### src/rtl/mem_port_arbiter.sv
// Shares one variable-latency memory port between instruction fetch and the data stage.
// Holds the granted request stable until M_ACK or timeout; stalls each requester until its DONE.
module mem_port_arbiter #(
  parameter int STARVE_LIMIT = 4,
  parameter int TIMEOUT      = 16,
  parameter int CNT_W        = 5
) (
  input  logic        CLK,
  input  logic        RST,
  input  logic        IF_REQ,
  input  logic [31:0] IF_ADDR,
  output logic        IF_DONE,
  output logic [31:0] IF_RDATA,
  input  logic        D_REQ,
  input  logic        D_WE,
  input  logic [31:0] D_ADDR,
  input  logic [31:0] D_WDATA,
  input  logic [1:0]  D_SIZE,
  input  logic        D_SIGN,
  output logic        D_DONE,
  output logic [31:0] D_RDATA,
  output logic        M_REQ,
  output logic        M_WE,
  output logic [31:0] M_ADDR,
  output logic [31:0] M_WDATA,
  output logic [1:0]  M_SIZE,
  output logic        M_SIGN,
  input  logic        M_ACK,
  input  logic [31:0] M_RDATA,
  output logic        STALL_IF,
  output logic        STALL_MEM,
  output logic        ERR_TIMEOUT
);

  typedef enum logic [1:0] {IDLE, BUSY_IF, BUSY_D} state_t;

  localparam logic [CNT_W-1:0] STARVE_MAX = CNT_W'(STARVE_LIMIT);
  localparam logic [CNT_W-1:0] TMO_LAST   = CNT_W'(TIMEOUT - 1);

  state_t            r_state;
  logic [CNT_W-1:0]  r_tmo_cnt;
  logic [CNT_W-1:0]  r_starve_cnt;
  logic              r_if_done;
  logic              r_d_done;
  logic [31:0]       r_if_rdata;
  logic [31:0]       r_d_rdata;
  logic              r_m_req;
  logic              r_m_we;
  logic [31:0]       r_m_addr;
  logic [31:0]       r_m_wdata;
  logic [1:0]        r_m_size;
  logic              r_m_sign;
  logic              r_err_timeout;

  logic w_if_elig;
  logic w_d_elig;
  logic w_grant_if;
  logic w_grant_d;

  // A requester whose DONE is high is dropping its request, so it must not be re-granted.
  assign w_if_elig  = IF_REQ & ~r_if_done;
  assign w_d_elig   = D_REQ & ~r_d_done;
  assign w_grant_if = w_if_elig & (~w_d_elig | (r_starve_cnt == STARVE_MAX));
  assign w_grant_d  = w_d_elig & ~w_grant_if;

  always_ff @(posedge CLK) begin
    if (RST) begin
      r_state       <= IDLE;
      r_tmo_cnt     <= '0;
      r_starve_cnt  <= '0;
      r_if_done     <= 1'b0;
      r_d_done      <= 1'b0;
      r_if_rdata    <= '0;
      r_d_rdata     <= '0;
      r_m_req       <= 1'b0;
      r_m_we        <= 1'b0;
      r_m_addr      <= '0;
      r_m_wdata     <= '0;
      r_m_size      <= '0;
      r_m_sign      <= 1'b0;
      r_err_timeout <= 1'b0;
    end else begin
      r_if_done <= 1'b0;
      r_d_done  <= 1'b0;
      case (r_state)
        IDLE: begin
          if (w_grant_if) begin
            r_state      <= BUSY_IF;
            r_m_req      <= 1'b1;
            r_m_we       <= 1'b0;
            r_m_addr     <= IF_ADDR;
            r_m_wdata    <= '0;
            r_m_size     <= 2'd2;
            r_m_sign     <= 1'b0;
            r_tmo_cnt    <= '0;
            r_starve_cnt <= '0;
          end else if (w_grant_d) begin
            r_state   <= BUSY_D;
            r_m_req   <= 1'b1;
            r_m_we    <= D_WE;
            r_m_addr  <= D_ADDR;
            r_m_wdata <= D_WDATA;
            r_m_size  <= D_SIZE;
            r_m_sign  <= D_SIGN;
            r_tmo_cnt <= '0;
            if (w_if_elig && (r_starve_cnt != STARVE_MAX))
              r_starve_cnt <= r_starve_cnt + CNT_W'(1);
          end
        end
        BUSY_IF, BUSY_D: begin
          // ACK takes priority over a timeout landing on the same edge.
          if (M_ACK) begin
            r_state <= IDLE;
            r_m_req <= 1'b0;
            if (r_state == BUSY_IF) begin
              r_if_done  <= 1'b1;
              r_if_rdata <= M_RDATA;
            end else begin
              r_d_done <= 1'b1;
              if (!r_m_we)
                r_d_rdata <= M_RDATA;
            end
          end else if (r_tmo_cnt == TMO_LAST) begin
            r_state       <= IDLE;
            r_m_req       <= 1'b0;
            r_err_timeout <= 1'b1;
            if (r_state == BUSY_IF) begin
              r_if_done  <= 1'b1;
              r_if_rdata <= '0;
            end else begin
              r_d_done  <= 1'b1;
              r_d_rdata <= '0;
            end
          end else begin
            r_tmo_cnt <= r_tmo_cnt + CNT_W'(1);
          end
        end
        default: begin
          r_state <= IDLE;
          r_m_req <= 1'b0;
        end
      endcase
    end
  end

  assign IF_DONE     = r_if_done;
  assign IF_RDATA    = r_if_rdata;
  assign D_DONE      = r_d_done;
  assign D_RDATA     = r_d_rdata;
  assign M_REQ       = r_m_req;
  assign M_WE        = r_m_we;
  assign M_ADDR      = r_m_addr;
  assign M_WDATA     = r_m_wdata;
  assign M_SIZE      = r_m_size;
  assign M_SIGN      = r_m_sign;
  assign ERR_TIMEOUT = r_err_timeout;
  assign STALL_IF    = IF_REQ & ~r_if_done;
  assign STALL_MEM   = D_REQ & ~r_d_done;

endmodule
### config.mk
export PLATFORM = sky130hd
export DESIGN_NAME = mem_port_arbiter
export DESIGN_NICKNAME = d
export VERILOG_FILES = /design/src/rtl/mem_port_arbiter.sv
export SDC_FILE = /design/constraint.sdc
export NUM_CORES = 1
export LEC_CHECK = 0
export CORE_ASPECT_RATIO = 1.75
export CORE_MARGIN = 1
export CORE_UTILIZATION = 45
export DETAILED_ROUTE_END_ITERATION = 10
export PLACE_DENSITY = 0.94
export SLEW_MARGIN = 20
export SYNTH_ARGS = -nofsm -noshare
export SYNTH_HDL_FRONTEND = slang
export SYNTH_SLANG_ARGS = --single-unit
### constraint.sdc
create_clock -name CLK -period 3.5 [get_ports CLK]
set_input_delay 0.875 -clock CLK [delete_from_list [all_inputs] [get_ports CLK]]
set_output_delay 0.875 -clock CLK [all_outputs]
set_load 0.02 [all_outputs]
### Signal wires on met3, run 1

Scale: 3 px per micron.
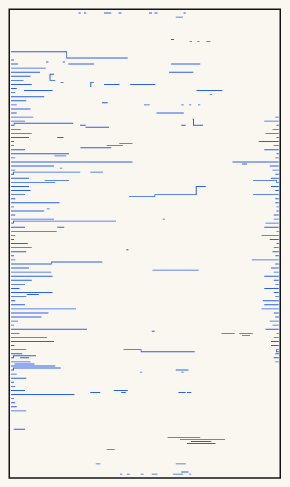
The layer carries 1190 microns of wire. The layer holds 6.3% of the routed length.
GRT met3 Usage: 7.26%
WL final: 18.7 mm
number of vias in the routed layout: 6223

### Sequential cells colored by netlist name, run 1

Scale: 4 px per micron. Other sequential cells in the stronger gray, the rest of the logic in the fainter gray.
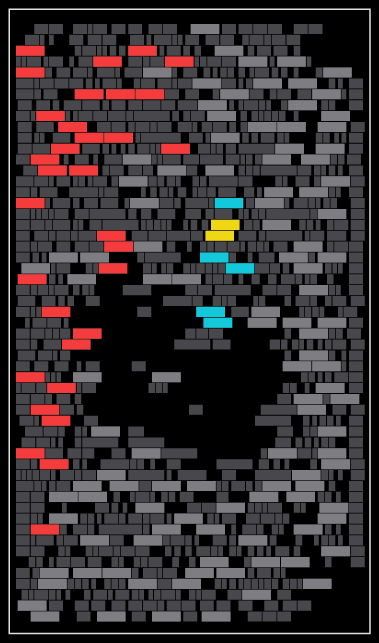
Key: r_state = yellow [flops 2]; M_ADDR = red [flops 32]; r_tmo_cnt = cyan [flops 5, where center]
Another 109 sequential cells are not colored.
final core occ: 72.5%
reported sequential group power: 1870 uW
flop share of the area: 31.3%

### Routed metal, one color a layer, run 1

Scale: 3 px per micron. Only two layers are drawn.
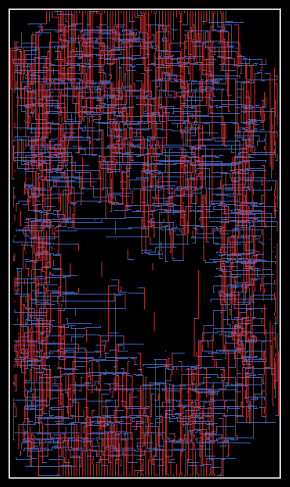
Key: met1 = blue [wire length 6690 microns]; met2 = red [wire length 9970 microns]
Routed wire per std cell: 16.2 microns
GR Util All Layers: 26.7%

==> flow.log, run 1 <==
[report] extracting results
INFO  metric fraction_of_power_consumed_by_combinational_cells = 22.9%
INFO  metric syn_avg_cell_area = 8.31 sq um
INFO  metric critical_path_arrival = 2.35 ns
INFO  metric synth.top_cell.area_share = 48.8%
INFO  metric total_number_of_nets_in_the_final_design = 1115
INFO  metric buffers_excl_clock = 285
INFO  metric sequential_fraction_of_design_power = 38.6%
INFO  metric avgViaCountPerCell = 5.38
INFO  metric timing_worst_setup_path_type = input port to output pin
INFO  metric post-cts-setup-buffer-count = 0
INFO  metric hold_end = M_WDATA[19]
INFO  metric powerDensity = 512 mW/mm^2
INFO  metric cts_made_buffers = 17
INFO  metric post-route-drc-count = 0
INFO  metric p_leak = 0.00337 uW
INFO  metric ys_area = 0.00608 sq mm
INFO  metric global_route_wire_length_before_repair = ~30 mm
INFO  metric number_of_global_route_vias_before_repair = 6226
INFO  metric maxSlewViolCount = 0
INFO  metric topRoutingLayerUsed = met4
INFO  metric worstPathMaxFanout = 6
INFO  metric finalPower = 4850 uW
INFO  metric non_clock_inverter_count = 9
INFO  metric chipHeight = 156 microns
INFO  metric num_antenna_cells = 0
INFO  metric netSwitchingFraction = between 30% and 40%
INFO  metric areaGrowthSynthToFinish = 56.0%
INFO  metric timing.critical_path.depth = 4
INFO  metric worstPathCellList = clkdlybuf4s50_1 > nand2b_4 > inv_2 > clkdlybuf4s50_1
INFO  metric layout.area.top_class = flip-flops and latches
INFO  metric worst_path_largest_cell_delay = 0.66 ns
INFO  metric dr_wl_met2 = 9.97 mm
INFO  metric inst_count_dp = 1124
INFO  metric detailed_place.area = 0.00887 sq mm
INFO  metric synth.yosys.num_cells = 731
INFO  metric cts-root-to-sink-buffers = 2
INFO  metric chipArea = 0.0140 sq mm
INFO  metric insertion_delay = 0.41 ns
INFO  metric clock_cell_area_share = 6.36%
INFO  metric top_power_group = registers
INFO  metric synth_cell_types = 42
INFO  metric largest_net_degree_at_the_start_of_global_routing = 81
INFO  metric dr.first_iter.drc_count = 225
INFO  metric post_synth_seq_share = 48.8%
INFO  metric tool_warnings = 28
INFO  metric p_comb = 1110 uW
INFO  metric met3_wirelength = 1.19 mm
INFO  metric ys_sh_simple = 24.0%
INFO  metric cts_num_sinks = between 100 and 150
INFO  metric non_clock_buffer_area_share = 30.5%
INFO  metric layout.filler_cells = 952
INFO  metric mostFrequentLayoutCells = 272 x clkdlybuf4s50_1, 148 x dfxtp_1, 140 x nand2_1
INFO  metric post_synth_mux_area_share = 0.329%
INFO  metric ys.flops = 148
INFO  metric hold_path.class = flip-flop to flip-flop
INFO  metric floorplan_stage_core_utilization = between 40 and 50%
INFO  metric final.hold.worst_slack = ~0.45 ns
INFO  metric final_layout_size_suffix_gt1_share = around 9.1%
INFO  metric post_layout_nonfiller_instances = 1156
INFO  metric combAreaFraction = between 20% and 30%
INFO  metric run_status = finished clean
INFO  metric cap_violations = 0
INFO  metric timing.critical_path.to = STALL_IF
INFO  metric min_delay_startpoint = M_WDATA[19]
INFO  metric post-route-period-util = 92.1%
INFO  metric tightest_slew = 0.848 ns
### Placement view, run 1

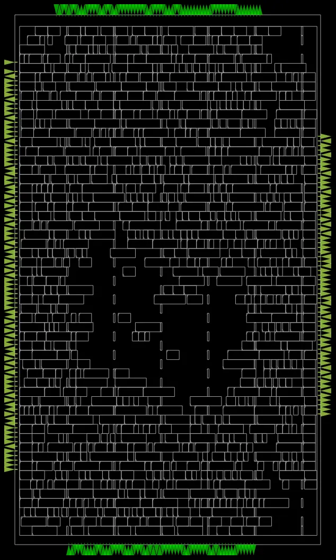

==> run 1 -> run 2 <==
- CORE_UTILIZATION: 45 -> 46
- CTS_BUF_LIST: not set -> sky130_fd_sc_hd__clkbuf_8
- PLACE_DENSITY: 0.94 -> 0.95
### Placement view, run 2

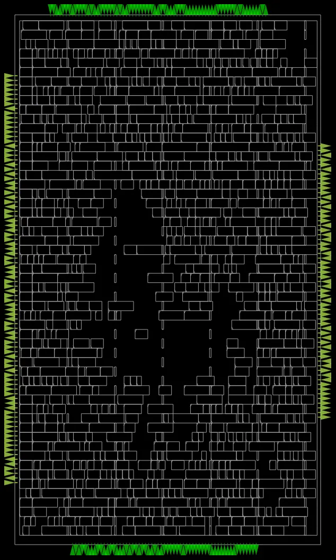
number of well-tap cells placed: 171
cell row count: 55

==> flow.log, run 2 <==
[report] extracting results
INFO  metric run_status = finished clean
INFO  metric reg2regPathDepth = 8
INFO  metric finalPower = 4360 uW (-10%)
INFO  metric fin_skew = 0.0149 ns
INFO  metric flops = 148
INFO  metric routabilityCongestion = 0.815
INFO  metric timing.critical_path.buf_inv = 3
INFO  metric clock_cell_area_share = 4.48% (-1.9 points)
INFO  metric tns = 0 ns
INFO  metric final.hold.worst_slack = 0.456 ns (+0.00386 ns)
INFO  metric synth.yosys.num_cells = 731 (unchanged)
INFO  metric hpwlAfterDp = approximately 13 mm
INFO  metric combAreaFraction = 30.0% (+0.73 points)
INFO  metric cts_made_buffers = 17 (unchanged)
INFO  metric inst_count_dp = 1125 (+0.089%)
INFO  metric timing.critical_path.depth = 4 (unchanged)
INFO  metric vdd_ir_drop_max = roughly 0.00037 V
INFO  metric fa_ha_area_share = between 1 and 1.5%
INFO  metric final_layout_size_suffix_gt1_share = 9.23% (+0.092 points)
INFO  metric required_time_at_the_worst_slack_endpoint = 2.62 ns
INFO  metric synth-compound-area-share = 19.5%
INFO  metric use_met1 = around 28%
INFO  metric cts-htree-levels = 4
INFO  metric number_of_global_route_vias_before_repair = 6035 (-3.1%)
INFO  metric drt-pass1-iter-count = 5
INFO  metric top_logic_kind = simple AND/OR/NAND/NOR gates
INFO  metric setup.worst_path.start = IF_REQ
INFO  metric p_leak = 0.00327 uW (-3.0%)
INFO  metric timing_worst_setup_path_type = input port to output pin
INFO  metric post-route-period-util = 91.4% (-0.66 points)
INFO  metric non_clock_inverter_count = 9 (unchanged)
INFO  metric ys_area = 0.00608 sq mm (unchanged)
INFO  metric startpoint_type = input port
INFO  metric num_antenna_cells = 0 (unchanged)
INFO  metric p_comb = 1100 uW (about the same)
INFO  metric antenna_found_initial = 0
INFO  metric chipArea = 0.0137 sq mm (-2.1%)
INFO  metric tool_warnings = 28 (unchanged)
INFO  metric synth.top_cell.area_share = 48.8% (unchanged)
INFO  metric clock_net_power = 1390 uW
INFO  metric floorplan_stage_core_utilization = 47.0% (+0.49 points)
INFO  metric postSynthCellCount = 731
INFO  metric reg2reg_slack = ~1.2 ns
INFO  metric detailed_place.area = 0.00883 sq mm (-0.48%)
INFO  metric root_buffer = clkbuf_8
INFO  metric numPortBuffers = 274
INFO  metric powerDensity = 471 mW/mm^2 (-8.0%)
INFO  metric top_power_group = registers
INFO  metric synth_top_flop_cell = dfxtp_1
INFO  metric floorplan.nets = ~870
INFO  metric power.internal = between 2000 and 3000 uW
INFO  metric final.clkbuf_count = 18
INFO  metric sequential_fraction_of_design_power = 42.9% (+4.3 points)
INFO  metric layout.area.top_class = flip-flops and latches
INFO  metric cts-root-to-sink-buffers = 2 (unchanged)
INFO  metric ys.flops = 148 (unchanged)
INFO  metric cts_num_sinks = 148 (unchanged)
INFO  metric die_width = 88.9 microns
INFO  metric met3_wirelength = 1.43 mm (+20%)
INFO  metric non_clock_buffer_area_share = 30.8% (+0.30 points)
INFO  metric worstPathMaxFanout = 6 (unchanged)
INFO  metric hold_end = M_WDATA[7]
INFO  metric netSwitchingFraction = 31.6% (+1.5 points)
INFO  metric critical_path_arrival = 2.33 ns (-0.02 ns)
INFO  metric layout.filler_cells = 977 (+2.6%)
INFO  metric worstPathCellList = clkdlybuf4s50_1 > nand2b_4 > inv_2 > clkdlybuf4s50_1
INFO  metric min_delay_startpoint = M_WDATA[7]
INFO  metric leading_cell_type_by_number_of_instances_after_synthesis = dfxtp_1
INFO  metric insertion_delay = 0.44 ns (+0.03 ns)
INFO  metric fin_util = 71.5% (-1.0 points)
INFO  metric synth_cell_types = 42 (unchanged)
INFO  metric sequentialPower = 1870 uW (about the same)
INFO  metric tightest_slew = 1.04 ns (+0.195 ns)
INFO  metric post-cts-setup-buffer-count = 0 (unchanged)
INFO  metric rr_endpoint = D_RDATA[8]
INFO  metric number_of_flops_mapped_to_enable_cells_by_yosys = 0
INFO  metric cp_top_family = buffers and inverters
INFO  metric globalRouteOverflowTotal = 0
INFO  metric max_freq = 312 MHz
INFO  metric maxSlewViolCount = 0 (unchanged)
INFO  metric pwr-share-clk = 31.9%
INFO  metric clock_tree_from_tritoncts = yes
INFO  metric timing.critical_path.to = STALL_IF
INFO  metric syn_avg_cell_area = 8.31 sq um (unchanged)
INFO  metric unrepaired_setup_endpoints_after_global_routing = no
INFO  metric post_synth_mux_area_share = 0.329% (unchanged)
INFO  metric grt.met2_usage = 47.4%
INFO  metric total_number_of_nets_in_the_final_design = 1116 (+0.090%)
INFO  metric synthXorXnorAreaFrac = less than 1%
INFO  metric dp_worst_setup_slack = approximately 0.30 ns
INFO  metric topRoutingLayerUsed = met4
INFO  metric largest_net_degree_at_the_start_of_global_routing = 98 (+21%)
INFO  metric hold_path.class = flip-flop to flip-flop
INFO  metric synth.largest_area_cell = dfxtp_1
INFO  metric combGateArea = 0.00277 sq mm
INFO  metric avgViaCountPerCell = 5.42 (+0.72%)
INFO  metric drt.antenna.violating_nets = 0
INFO  metric global_route_wire_length_before_repair = 28.8 mm (-4.0%)
INFO  metric buffers_excl_clock = 286 (+0.35%)
INFO  metric cts.hold.buffers_added = 0
INFO  metric core_area = roughly 0.013 sq mm
INFO  metric chipHeight = 154 microns (-1.1%)
INFO  metric worst_setup_hold_path_clk_slew = approximately 0.08 ns
INFO  metric post_synth_most_frequent_cells = 148 x dfxtp_1, 140 x nand2_1, 139 x a21oi_1
INFO  metric final-hold-violation-count = 0
INFO  metric global_route.usage.met3 = 8.48% (+1.2 points)
INFO  metric ff_latch_area = 0.00296 sq mm
INFO  metric dr.first_iter.drc_count = 272 (+21%)
INFO  metric layout.cells.most_common = clkdlybuf4s50_1
INFO  metric synthArstFlopShare = 0%
INFO  metric syn_warnings = 0
INFO  metric syn_area = 0.00608 sq mm
INFO  metric worst_path_largest_cell_delay = 0.65 ns (about the same)
INFO  metric seq_share = 32.1% (+0.78 points)
INFO  metric total_switching_power = 1380 uW
INFO  metric cap_violations = 0 (unchanged)
INFO  metric mostFrequentLayoutCells = 272 x clkdlybuf4s50_1, 148 x dfxtp_1, 140 x nand2_1
INFO  metric post_synth_seq_share = 48.8% (unchanged)
INFO  metric fraction_of_power_consumed_by_combinational_cells = 25.2% (+2.3 points)
INFO  metric ys_sh_simple = 24.0% (unchanged)
INFO  metric post_layout_nonfiller_instances = 1157 (+0.087%)
INFO  metric areaGrowthSynthToFinish = 52.1%
INFO  metric post-route-drc-count = 0 (unchanged)
INFO  metric design_area = 0.00924 sq mm
INFO  metric dr_wl_met2 = 9.85 mm (-1.2%)
### Routed metal, one color a layer, run 2

Scale: 3 px per micron. Only two layers are drawn.
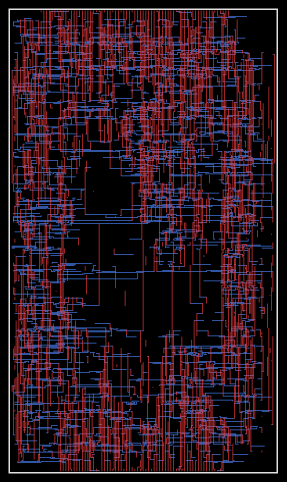
Key: met1 = blue [wire length 6500 microns]; met2 = red [wire length 9850 microns]
WL final: 18.5 mm
GR Util All Layers: 27.1%
number of vias in the routed layout: 6273
Routed wire per std cell: 16.0 microns

### Signal wires on met3, run 2

Scale: 3 px per micron.
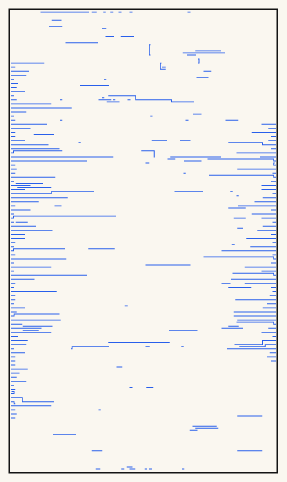

==> run 2 -> run 3 <==
- clock period: 3.5 -> 4 ns (I/O delays scaled with it)
### Signal wires on met3, run 3

Scale: 3 px per micron.
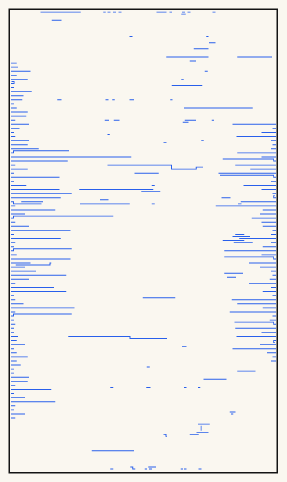
192 nets have wire on it. The longest straight run is 39.8 microns. The layer carries 1350 microns of wire. The wires run mostly horizontal.

### Routed metal, one color a layer, run 3

Scale: 3 px per micron. Only two layers are drawn.
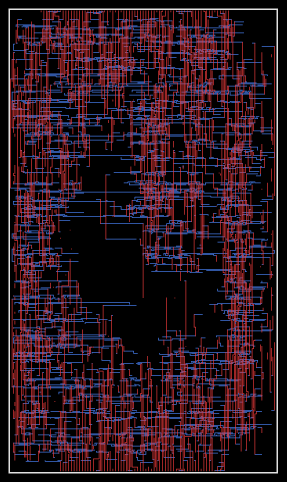
Routed wire per std cell: 16.0 microns
number of vias in the routed layout: 6219
GR Util All Layers: 27.1%
WL final: 18.6 mm

==> flow.log, run 3 <==
[report] extracting results
INFO  metric run_status = finished clean
INFO  metric timing.critical_path.buf_inv = 3 (unchanged)
INFO  metric grt.met2_usage = 47.3% (-0.11 points)
INFO  metric taps = 171 (unchanged)
INFO  metric hold_end = M_WDATA[3]
INFO  metric cts.hold.buffers_added = 0 (unchanged)
INFO  metric die_width = 88.9 microns (unchanged)
INFO  metric ff_latch_area = 0.00296 sq mm (unchanged)
INFO  metric ys.flops = 148 (unchanged)
INFO  metric insertion_delay = 0.44 ns (about the same)
INFO  metric ys_area = 0.00608 sq mm (unchanged)
INFO  metric synth-compound-area-share = 19.5% (unchanged)
INFO  metric clock_tree_from_tritoncts = yes
INFO  metric unrepaired_setup_endpoints_after_global_routing = no
INFO  metric dp_worst_setup_slack = 0.513 ns (+0.213 ns)
INFO  metric finalPower = 3810 uW (-12%)
INFO  metric post-cts-setup-buffer-count = 0 (unchanged)
INFO  metric synth.top_cell.area_share = 48.8% (unchanged)
INFO  metric drt.antenna.violating_nets = 0 (unchanged)
INFO  metric sequentialPower = 1630 uW (-13%)
INFO  metric reg2reg_slack = 1.73 ns (+0.53 ns)
INFO  metric timing_worst_setup_path_type = input port to output pin
INFO  metric post_synth_most_frequent_cells = 148 x dfxtp_1, 140 x nand2_1, 139 x a21oi_1
INFO  metric synth.largest_area_cell = dfxtp_1
INFO  metric top_power_group = registers
INFO  metric startpoint_type = input port
INFO  metric seq_share = 32.0% (-0.056 points)
INFO  metric rr_endpoint = D_RDATA[16]
INFO  metric global_route_wire_length_before_repair = 28.9 mm (+0.24%)
INFO  metric floorplan_stage_core_utilization = 47.0% (unchanged)
INFO  metric floorplan.nets = 874 (unchanged)
INFO  metric sequential_fraction_of_design_power = 42.9% (about the same)
INFO  metric dr.first_iter.drc_count = 328 (+21%)
INFO  metric largest_net_degree_at_the_start_of_global_routing = 69 (-30%)
INFO  metric globalRouteOverflowTotal = 0 (unchanged)
INFO  metric antenna_found_initial = 0 (unchanged)
INFO  metric tool_warnings = 28 (unchanged)
INFO  metric required_time_at_the_worst_slack_endpoint = 3.00 ns (+0.38 ns)
INFO  metric cts_made_buffers = 17 (unchanged)
INFO  metric post_synth_mux_area_share = 0.329% (unchanged)
INFO  metric tightest_slew = 0.758 ns (-0.284 ns)
INFO  metric total_number_of_nets_in_the_final_design = 1116 (unchanged)
INFO  metric flops = 148 (unchanged)
INFO  metric worst_path_largest_cell_delay = 0.69 ns (+0.04 ns)
INFO  metric final-hold-violation-count = 0 (unchanged)
INFO  metric worst_setup_hold_path_clk_slew = 0.08 ns (about the same)
INFO  metric combAreaFraction = 29.9% (-0.053 points)
INFO  metric top_logic_kind = simple AND/OR/NAND/NOR gates
INFO  metric syn_avg_cell_area = 8.31 sq um (unchanged)
INFO  metric post_layout_nonfiller_instances = 1157 (unchanged)
INFO  metric cp_top_family = buffers and inverters
INFO  metric hold_path.class = flip-flop to flip-flop
INFO  metric non_clock_inverter_count = 9 (unchanged)
INFO  metric cts-htree-levels = 4 (unchanged)
INFO  metric core_area = 0.0129 sq mm (unchanged)
INFO  metric chipHeight = 154 microns (unchanged)
INFO  metric powerDensity = 412 mW/mm^2 (-13%)
INFO  metric post-route-period-util = 87.5%
INFO  metric fin_skew = 0.0191 ns (+0.00420 ns)
INFO  metric power.internal = 2600 uW (-13%)
INFO  metric cts-root-to-sink-buffers = 2 (unchanged)
INFO  metric postSynthCellCount = 731 (unchanged)
INFO  metric syn_area = 0.00608 sq mm (unchanged)
INFO  metric detailed_place.area = 0.00884 sq mm (+0.14%)
INFO  metric clock_net_power = 1220 uW (-10%)
INFO  metric mostFrequentLayoutCells = 272 x clkdlybuf4s50_1, 148 x dfxtp_1, 140 x nand2_1
INFO  metric root_buffer = clkbuf_8
INFO  metric layout.cells.most_common = clkdlybuf4s50_1
INFO  metric cts_num_sinks = 148 (unchanged)
INFO  metric total_switching_power = 1210 uW (-12%)
INFO  metric synth_top_flop_cell = dfxtp_1
INFO  metric worstPathMaxFanout = 11 (+5)
INFO  metric drt-pass1-iter-count = 5 (unchanged)
INFO  metric critical_path_arrival = 2.50 ns (+0.17 ns)
INFO  metric min_delay_startpoint = M_WDATA[3]
INFO  metric reg2regPathDepth = 7 (-1)
INFO  metric global_route.usage.met3 = 8.00% (-0.48 points)
INFO  metric fraction_of_power_consumed_by_combinational_cells = 25.3% (about the same)
Power figures rest on the tool's default switching activity, not on a simulated workload.
